==> src/rtl/outer_pkg.sv <==
// Shared types and defaults for the blitter outer-loop sequencer.
package outer_pkg;

    localparam int OUTER_WIDTH_DEF = 8;

    typedef enum logic [1:0] {
        IDLE = 2'd0,
        ARM  = 2'd1,
        WAIT = 2'd2,
        FIN  = 2'd3
    } outer_state_t;

endpackage : outer_pkg

==> src/rtl/outer_down_cnt.sv <==
// WIDTH-bit synchronous loadable down counter with a registered zero flag.
// Load has priority over enable; decrement wraps modulo 2**WIDTH.
module outer_down_cnt #(
    parameter int WIDTH = 8
) (
    input  logic             clk,
    input  logic             rst,
    input  logic             load,
    input  logic             en,
    input  logic [WIDTH-1:0] load_val,
    output logic [WIDTH-1:0] cnt,
    output logic             zero
);

    localparam logic [WIDTH-1:0] ONE = WIDTH'(1);

    logic [WIDTH-1:0] cnt_d, cnt_q;
    logic             zero_d, zero_q;

    // NOTE: every always_comb output gets a default before any branch, so no latch can be inferred.
    always_comb begin
        cnt_d = cnt_q;
        if (load) begin
            cnt_d = load_val;
        end else if (en) begin
            cnt_d = cnt_q - ONE;
        end
        zero_d = (cnt_d == '0);
    end

    // NOTE: state registers use non-blocking assignments so all flops update from pre-edge values.
    always_ff @(posedge clk) begin
        if (rst) begin
            cnt_q  <= '0;
            zero_q <= 1'b1;
        end else begin
            cnt_q  <= cnt_d;
            zero_q <= zero_d;
        end
    end

    assign cnt  = cnt_q;
    assign zero = zero_q;

endmodule : outer_down_cnt

==> src/rtl/outer_loop_ctrl.sv <==
// Blitter outer-loop sequencer: issues one inner pass per count, decrements on
// each inner completion, and reports zero/done. All outputs are registered.
module outer_loop_ctrl
    import outer_pkg::*;
#(
    parameter int WIDTH = OUTER_WIDTH_DEF
) (
    input  logic             CLK,
    input  logic             RESET,
    input  logic [WIDTH-1:0] DATA,
    input  logic             LD_OUTER,
    input  logic             START,
    input  logic             STOP,
    input  logic             INNER_DONE,
    output logic             INNER_GO,
    output logic [WIDTH-1:0] OUTER_CNT,
    output logic             OUTER_ZERO,
    output logic             BUSY,
    output logic             DONE
);

    localparam logic [WIDTH-1:0] ONE = WIDTH'(1);

    outer_state_t state_d, state_q;
    logic         go_d, go_q;
    logic         busy_d, busy_q;
    logic         done_d, done_q;
    logic         cnt_load;
    logic         cnt_dec;

    outer_down_cnt #(.WIDTH(WIDTH)) u_cnt (
        .clk      (CLK),
        .rst      (RESET),
        .load     (cnt_load),
        .en       (cnt_dec),
        .load_val (DATA),
        .cnt      (OUTER_CNT),
        .zero     (OUTER_ZERO)
    );

    always_comb begin
        state_d  = state_q;
        cnt_load = 1'b0;
        cnt_dec  = 1'b0;
        case (state_q)
            IDLE: begin
                // A load in IDLE is honoured even alongside STOP or START.
                cnt_load = LD_OUTER;
                if (START && !STOP) begin
                    state_d = ARM;
                end
            end
            ARM: begin
                state_d = STOP ? IDLE : WAIT;
            end
            WAIT: begin
                if (STOP) begin
                    state_d = IDLE;
                end else if (INNER_DONE) begin
                    cnt_dec = 1'b1;
                    state_d = (OUTER_CNT == ONE) ? FIN : ARM;
                end
            end
            FIN: begin
                state_d = IDLE;
            end
            default: begin
                state_d = IDLE;
            end
        endcase

        // Outputs are decoded from the next state so they align with the state register.
        go_d   = (state_d == ARM);
        busy_d = (state_d != IDLE);
        done_d = (state_d == FIN);
    end

    always_ff @(posedge CLK) begin
        if (RESET) begin
            state_q <= IDLE;
            go_q    <= 1'b0;
            busy_q  <= 1'b0;
            done_q  <= 1'b0;
        end else begin
            state_q <= state_d;
            go_q    <= go_d;
            busy_q  <= busy_d;
            done_q  <= done_d;
        end
    end

    assign INNER_GO = go_q;
    assign BUSY     = busy_q;
    assign DONE     = done_q;

endmodule : outer_loop_ctrl
==> config.mk <==
export PLATFORM = sky130hd
export DESIGN_NAME = outer_loop_ctrl
export DESIGN_NICKNAME = d
export VERILOG_FILES = /design/src/rtl/outer_pkg.sv /design/src/rtl/outer_down_cnt.sv /design/src/rtl/outer_loop_ctrl.sv
export SDC_FILE = /design/constraint.sdc
export NUM_CORES = 1
export LEC_CHECK = 0
export CAP_MARGIN = 0
export CORE_MARGIN = 1
export CORE_UTILIZATION = 46
export CTS_CLUSTER_SIZE = 10
export DETAILED_ROUTE_END_ITERATION = 12
export PLACE_DENSITY = 0.82
export SYNTH_ARGS = -nofsm -noshare
export SYNTH_HDL_FRONTEND = slang
export SYNTH_HIERARCHICAL = 1
export SYNTH_SLANG_ARGS = --single-unit
==> constraint.sdc <==
create_clock -name CLK -period 6.3 [get_ports CLK]
set_clock_uncertainty 0.2 [all_clocks]
set_input_delay 1.89 -clock CLK [delete_from_list [all_inputs] [get_ports CLK]]
set_output_delay 1.89 -clock CLK [all_outputs]
set_load 0.05 [all_outputs]
==> Slide: Implementation Results, run 1 <==
Key Metrics from the Run

Outcome
  – Status: complete, no violations

Logic synthesis
  – Cells after synthesis: 84
  – Post-synth area hogs: dfxtp_1, nor2_1, mux2i_1, xor2_1, inv_1
  – Distinct cells, synth: 37
  – Ys flop type: dfxtp_1
  – Synth cell count leaders: dfxtp_1, nor2_1, inv_1
  – Post-Synthesis Cell Area: 748 um^2
  – Average size of a mapped cell: 8.91 um^2
  – Cell taking the most area after synthesis: dfxtp_1
  – Yosys stat cell total: 84

Global route
  – Largest net degree at the start of global routing: 14
  – Initial antenna violation count: 0

Power
  – VDD IR max: 0.146 mV
  – Pleak: 0.000432 uW
  – Switching share of power: 31.0%
  – Total power: 225 uW
  – Internal: 155 uW

Setup path
  – CP max FO: 7
  – Critical R2R Capture: u_cnt/zero
  – Startpoint Class: input pin
  – Worst EP required: 6.33 ns
  – Crit end category: register
  – WS Path Type: in -> reg
  – R2r startpoint: state_q[1]
  – R2R depth: 7

Run
  – Tool warnings: 26

Die
  – Initial core utilization: 49.7%

Timing
  – Tcrit/Tclk final: 72.7%
  – Crit path time final: 4.58 ns
  – RSZ-0062 raised after global routing: false
  – Final worst slack: 1.72 ns

Clocking
  – Clk Latency, worst-skew pair: 0.29 ns
  – CTS Hold Buffers Added: 0
  – CTS resizes: 0
  – Post-CTS Setup Inserts: 0
  – Clock-pin transition on the worst setup and hold timing paths: 0.09 ns

Layout
  – Ant diodes: 0
  – Share of cells above drive strength 1: 8.93%
  – Layout Cells excl Fill: 128

Placed design
  – Cell total after placement: 124
  – Placed Area: 1020 um^2
  – Routability cong.: 0.773
  – IO Port Bufs: 25

Min path
  – Worst Hold Class: reg -> reg
  – Hold depth: 3
  – Hold Startpoint: u_cnt/cnt[7]

Drt
  – Antenna-violating nets left: 0
[run 1: critical path, cell delays in order]
cell and delay (ns):
clkdlybuf4s50_1 0.48, nor4_1 0.83, or3b_4 0.50, nor4_2 0.17
xor2_1 0.12, a2111oi_1 0.40, a41o_1 0.21
[run 1: worst max path at each step]
stage	endpoint	slack, ns	cells past startpoint
after floorplan	u_cnt/zero	2.22	6
after global placement	u_cnt/zero	1.52	7
after CTS	u_cnt/zero	1.73	7
final	u_cnt/zero	1.72	7
after global routing	u_cnt/zero	1.53	7
after detailed placement	u_cnt/zero	1.44	7
[run 1: area by class of cell]
| type | instances | area, um^2 | area share [%] |
|---|---|---|---|
| tap | 16 | 20.0 | 1.90 |
| inverter | 6 | 22.5 | 2.14 |
| clock buffer | 4 | 36.3 | 3.44 |
| sequential | 14 | 280 | 26.6 |
| multi-input combinational | 62 | 438 | 41.5 |
| timing repair buffer | 26 | 258 | 24.4 |
[run 1: cells by family after synthesis]
kind of cell	Yosys count	share of synthesized area, %
AND-OR/OR-AND	13	13.5
XOR/XNOR	5	5.85
adder cells (fa/ha/maj)	1	1.67
buffers and inverters	8	4.01
flip-flops	14	37.5
multiplexers	3	4.01
AND/OR/NAND/NOR	40	33.4
[run 1: layer usage]
metal / track usage (%) / share of wire [%]
met1: 25.0 / 44
met2: 36.3 / 47
met3: 4.31 / 7.0
met4: 10.0 / 2.0
met5: 0 / 0
[run 1: state kept, by name, indices dropped and copies added, names as in the netlist]
name	count
BUSY	1
u_cnt/zero	1
u_cnt/cnt	8
DONE	1
state_q	2
INNER_GO	1
[run 1: metrics by stage]
stage	hold slack, ns	utilization, %
2_1_floorplan	0.437	-
5_1_grt	0.514	70.0
6_report	0.463	70.0
4_1_cts	0.469	70.0
3_3_place_gp	0.439	67.6
3_5_place_dp	0.465	67.6
### Routed metal per tile, run 1

8 x 8 tiles, from dark blue (low) to red (high), scaled to the fullest tile. Values are wire area over tile area, all layers added.
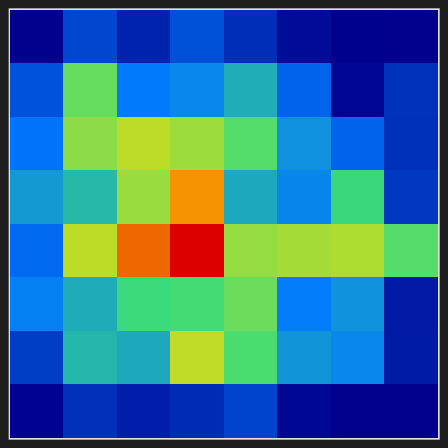
fullest tile	0.49
mean over tiles	0.16
emptiest ninth of the die	top right
densest ninth of the die	middle
tiles over half the peak	28%
nearly empty tiles	13%
total track usage: 21.2%
DR WL/cell: 13.4 um
WL final: 1.72 mm

### Placed standard cells, run 1

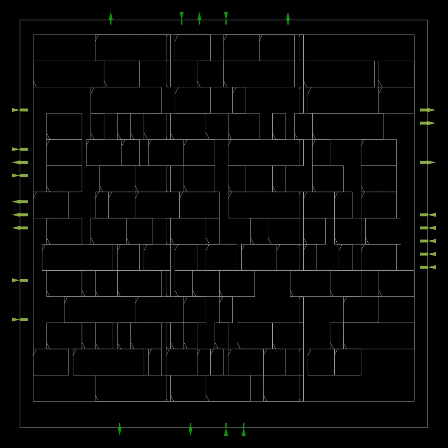
core area: 1510 um^2
# fillers: 134
flop share of the area: 26.6%
Row Count: 14
registers: 14

### Register map, names as in the netlist, run 1

Bar = 10 um.
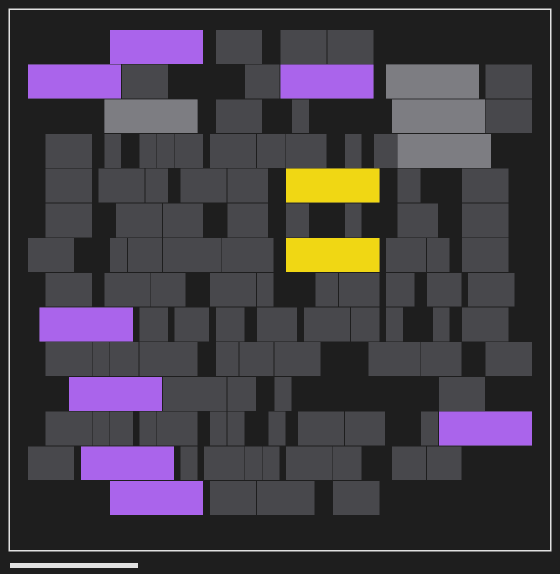
signal	colour	sequential cells
state_q	yellow	2
u_cnt/cnt	purple	8
not coloured	4

### Cell sizes after repair, run 1

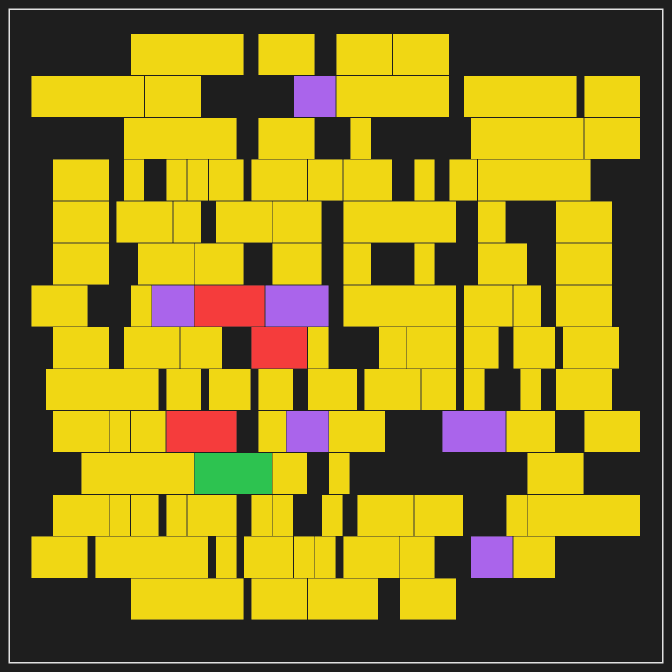

--- run 2 (diff from run 1) ---
CORE_ASPECT_RATIO = 1.4   (was unset)
CORE_UTILIZATION = 39   (was 46)
PLACE_DENSITY = 0.74   (was 0.82)
clock period = 3.9 ns   (was 6.3 ns; I/O delays follow)
### Cell sizes after repair, run 2

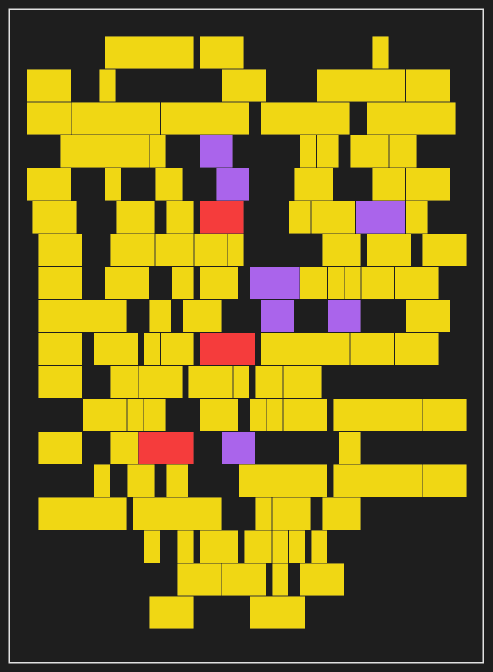
size	colour	cells	share
x2	red	3	2.7%
x1 and smaller	yellow	102	91%
x3 and x4	purple	7	6.3%

==> run 2 against run 1 <==
Effect of this change:
- synthesized cell count did not move
- via count is 2.4% lower
- count of clock-buffer cells in the layout fell by 1
- global-route usage shrank 2.5 points
- sequential share of layout area about the same
- design area fell by 0.12%
- critical endpoint unchanged
==> Slide: Implementation Results, run 2 <==
Key Metrics from the Run

Clocking
  – Clock-pin transition on the worst setup and hold timing paths: 0.08 ns (about the same)
  – CTS Hold Buffers Added: 0 (unchanged)
  – Clk Latency, worst-skew pair: 0.27 ns (-0.02 ns)
  – CTS tree: yes
  – CTS resizes: 0 (unchanged)
  – Post-CTS Setup Inserts: 0 (unchanged)

Die
  – Initial core utilization: 42.1% (-7.6 points)
  – Die area: 2100 um^2
  – Row Count: 18 (+4)
  – Core area: 1780 um^2 (+18%)

Timing
  – Crit path time final: 3.36 ns
  – Final setup vio count: 0
  – Tcrit/Tclk final: 86.2%
  – RSZ-0062 raised after global routing: false

Setup path
  – Crit end category: register
  – Startpoint Class: input pin
  – Worst EP required: 3.92 ns (-2.41 ns)
  – WS Path Type: in -> reg
  – CP max FO: 5 (-2)

Logic synthesis
  – Cell taking the most area after synthesis: dfxtp_1
  – Cells after synthesis: 84 (unchanged)
  – Average size of a mapped cell: 8.91 um^2 (unchanged)
  – Distinct cells, synth: 37 (unchanged)
  – Yosys stat cell total: 84 (unchanged)
  – Post-synth area hogs: dfxtp_1, nor2_1, mux2i_1, xor2_1, inv_1
  – Ys flop type: dfxtp_1
  – Post-Synthesis Cell Area: 748 um^2 (unchanged)
  – Synth cell count leaders: dfxtp_1, nor2_1, inv_1
  – Post-synth ARST share: 0%

Run
  – Tool warnings: 26 (unchanged)

Layout
  – Layout Utilization: 59.2% (-11 points)
  – # fillers: 168 (+25%)
  – Reg area: 280 um^2 (unchanged)
  – Top Layout Cells: clkdlybuf4s50_1, dfxtp_1, nor2_1
  – Ant diodes: 0 (unchanged)
  – Number of flip-flops in the largest register: 8 (unchanged)
  – Share of cells above drive strength 1: 8.93% (unchanged)
  – Logic area: 438 um^2 (unchanged)
  – Layout Cells excl Fill: 132 (+3.1%)

Drt
  – WL final: 1.70 mm (-0.64%)
  – Pre-antenna DRT Iters: 4
  – DR WL/cell: 12.9 um (-3.7%)
  – Antenna-violating nets left: 0 (unchanged)

Placed design
  – Routability cong.: 0.854 (+10%)
  – Cell total after placement: 129 (+4.0%)
  – IO Port Bufs: 25 (unchanged)

Power
  – VDD IR max: 0.284 mV (+95%)
  – Max power group: registers
  – Pleak: 0.000430 uW (-0.40%)

Global route
  – Total track usage: 18.7% (-2.5 points)
  – Initial antenna violation count: 0 (unchanged)
  – Largest net degree at the start of global routing: 14 (unchanged)

Outcome
  – Status: complete, no violations

Min path
  – Worst Hold Class: reg -> reg
### Clock distribution, run 2

Bar = 10 um.
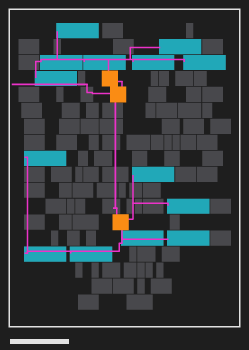
[clock-net drivers] orange | count: 3
[flip-flops] cyan | count: 14
[clock wires] magenta | length: 151 um
routed clock nets	4

## run 2: layer usage
| layer | wire length [um] | GRT usage [%] |
|---|---|---|
| met1 | 698 | 17.9 |
| met2 | 898 | 37.8 |
| met3 | 88 | 2.48 |
| met4 | 19 | 6.90 |
| met5 | 0 | 0 |
## run 2: per-stage QoR
step	setup slack, ns	total power (uW)	cell area [um^2]	hold slack (ns)
after floorplan	0.535	222	748	0.437
after global placement	0.326	259	1030	0.439
after detailed placement	0.274	260	1030	0.434
after CTS	0.534	338	1050	0.451
after global routing	0.381	351	1050	0.500
final	0.540	334	1050	0.442
## run 2: worst max-delay path, stage by stage
cell	delay, ns
clkdlybuf4s50_1	0.49
nor4_1	0.36
or3b_4	0.46
nor4_2	0.17
xor2_1	0.12
a2111oi_1	0.39
a41o_1	0.21
## run 2: kinds of logic (layout without fill, tap and decap cells)
family          count (synthesis)  count (layout)  share of synthesized area, %
buf+inv                         8              36                          4.01
mux                             3               3                          4.01
fa+ha+maj                       1               1                          1.67
simple gates                   40              40                          33.4
flops                          14              14                          37.5
xor+xnor                        5               5                          5.85
compound gates                 13              13                          13.5
## run 2: final cells by class
cell class	instances	area share [%]
Clock buffer	3	2.14
Inverter	6	2.14
Sequential cell	14	26.6
Tap cell	20	2.38
Timing Repair Buffer	27	25.2
Multi-Input combinational cell	62	41.6
## run 2: worst paths after layout
check                             startpoint          to  slack, ns  cells after the start
worst max-delay path                    STOP  u_cnt/zero       0.54                      7
worst min-delay path            u_cnt/cnt[7]  state_q[1]       0.44                      3
worst min register to register  u_cnt/cnt[7]  state_q[1]       0.44                      3
worst max register to register    state_q[1]  u_cnt/zero       1.46                      7
### Register map, names as in the netlist, run 2

Bar = 10 um.
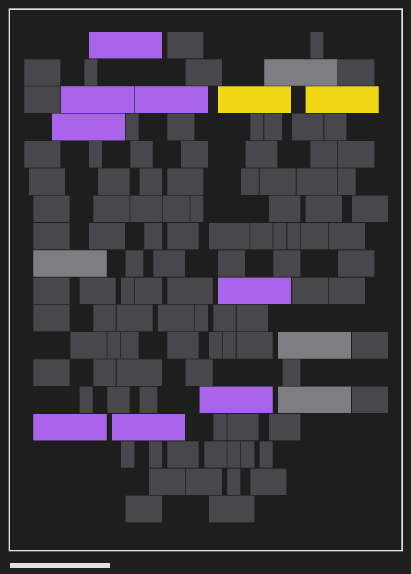

--- run 3 (diff from run 2) ---
ABC_AREA = 1   (was unset)
CORE_UTILIZATION = 41   (was 39)
PLACE_DENSITY = 0.75   (was 0.74)
### Register map, names as in the netlist, run 3

Bar = 10 um.
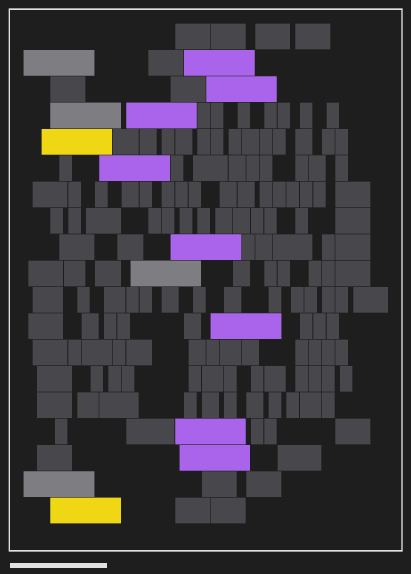
signal	colour	sequential cells
state_q	yellow	2
u_cnt/cnt	purple	8
Layout Utilization: 58.7%
flop share of the area: 24.5%
P_seq: 160 uW
Reg area: 280 um^2

==> run 3 against run 2 <==
Effect of this change:
- synthesized cell count grew 64%
- maximum frequency increased by 16%
- synthesized area grew 13%
- count of clock-buffer cells in the layout rose by 1
- critical path type is now reg -> out
- largest power group unchanged
==> Slide: Implementation Results, run 3 <==
Key Metrics from the Run

Outcome
  – Status: complete, no violations

Drt
  – WL met3: 63 um (-28%)
  – DR WL met2: 1.02 mm (+13%)
  – Top sig layer: met4
  – M1 wire length: 707 um (+1.3%)
  – Pre-antenna DRT Iters: 6 (+2)

Global route
  – GR Layer Usage met3: 1.60% (-0.88 points)
  – Largest net degree at the start of global routing: 14 (unchanged)

Logic synthesis
  – Post-synth ARST share: 0% (unchanged)
  – Distinct cells, synth: 19 (-49%)
  – Synth cell count leaders: nand2_1, inv_1, nor2_1
  – Post-synth area hogs: dfxtp_1, nand2_1, inv_1, nor2_1, nand3_1
  – Cells after synthesis: 138 (+64%)
  – Post-Synthesis Cell Area: 847 um^2 (+13%)

Setup path
  – Worst EP required: 2.53 ns (-1.39 ns)
  – Worst path cell trace: clkdlybuf4s50_1
  – Crit end category: output pin
  – CP Buf/Inv Count: 1 (unchanged)
  – Startpoint Class: register

Run
  – Tool warnings: 26 (unchanged)

Placed design
  – Routability cong.: 0.893 (+4.5%)

Clocking
  – Post-CTS Setup Inserts: 0 (unchanged)
  – Clk Latency, worst-skew pair: 0.27 ns (about the same)
  – CTS tree: yes
  – Clock-pin transition on the worst setup and hold timing paths: 0.08 ns (about the same)

Die
  – Die area: 2250 um^2 (+7.3%)
  – Initial core utilization: 43.5% (+1.4 points)

Power
  – VDD IR max: 0.278 mV (-2.1%)
  – Pleak: 0.000555 uW (+29%)

Layout
  – Multi-In Gates: 93 (+50%)
  – Ant diodes: 0 (unchanged)
  – Dominant class by area: multi-input combinational cells
  – Clk cell area share: 3.17% (+1.0 points)
  – Logic area: 443 um^2 (+1.1%)
  – Number of non-clock inverters: 29 (+23)
  – Number of flip-flops in the largest register: 8 (unchanged)

Timing
  – Crit path time final: 2.89 ns (-0.466 ns)
### Routed metal per tile, run 3

8 x 11 tiles, from dark blue (low) to red (high), scaled to the fullest tile. Values are wire area over tile area, all layers added.
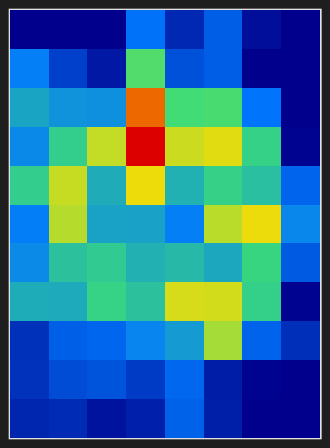
tiles over half the peak	18%
fullest tile	0.41
nearly empty tiles	15%
total track usage: 19.1%
via count: 874
WL final: 1.80 mm
DR WL/cell: 9.70 um

## run 3: cell types whose count changed after synthesis, sizes merged, moves of 3 or more
cell | before | now
mux2i | 3 | 0
inv | 6 | 29
nor4 | 3 | 0
xor2 | 3 | 0
o21ai | 1 | 6
nor2 | 10 | 22
nand2 | 5 | 43
nand3 | 2 | 15
and2 | 3 | 0
## run 3: final timing paths
path	start	to	slack, ns	depth (start not counted)
worst min register to register	u_cnt/cnt[7]	u_cnt/cnt[7]	0.42	4
worst max-delay path	u_cnt/cnt[3]	OUTER_CNT[3]	1.01	1
worst min-delay path	u_cnt/cnt[7]	u_cnt/cnt[7]	0.42	4
worst max register to register	state_q[1]	u_cnt/zero	1.93	13
## run 3: kinds of logic after synthesis
group | synth area share [%]
and+or+nand+nor | 44.0
DFF | 33.1
buffers and inverters | 14.6
AOI/OAI and AO/OA | 6.79
adders and majority gates | 1.48
## run 3: worst register-to-register path, delay by kind of cell, from the launching register on
family | cells | cell delay, ns
simple gates | 11 | 1.12
flops | 1 | 0.38
buf+inv | 2 | 0.18
## run 3: power by group through the flow
stage	clock [uW]	sequential, uW	combinational (uW)
after CTS	105	160	108
after detailed placement	0	164	108
final	101	160	107
after global routing	113	162	118
after global placement	0	163	106
after floorplan	0	189	45.8
## run 3: stage by stage
stage | hold WS (ns) | std cells | instance area, um^2 | power, uW | worst slack, ns
finish | 0.423 | 186 | 1140 | 369 | 1.01
global route | 0.490 | 186 | 1140 | 393 | 0.896
CTS | 0.417 | 186 | 1140 | 373 | 0.989
detailed placement | 0.405 | 182 | 1110 | 271 | 0.763
global placement | 0.404 | 182 | 1110 | 269 | 0.775
floorplan | 0.403 | 138 | 847 | 235 | 1.44
Power and IR drop assume default switching activity.
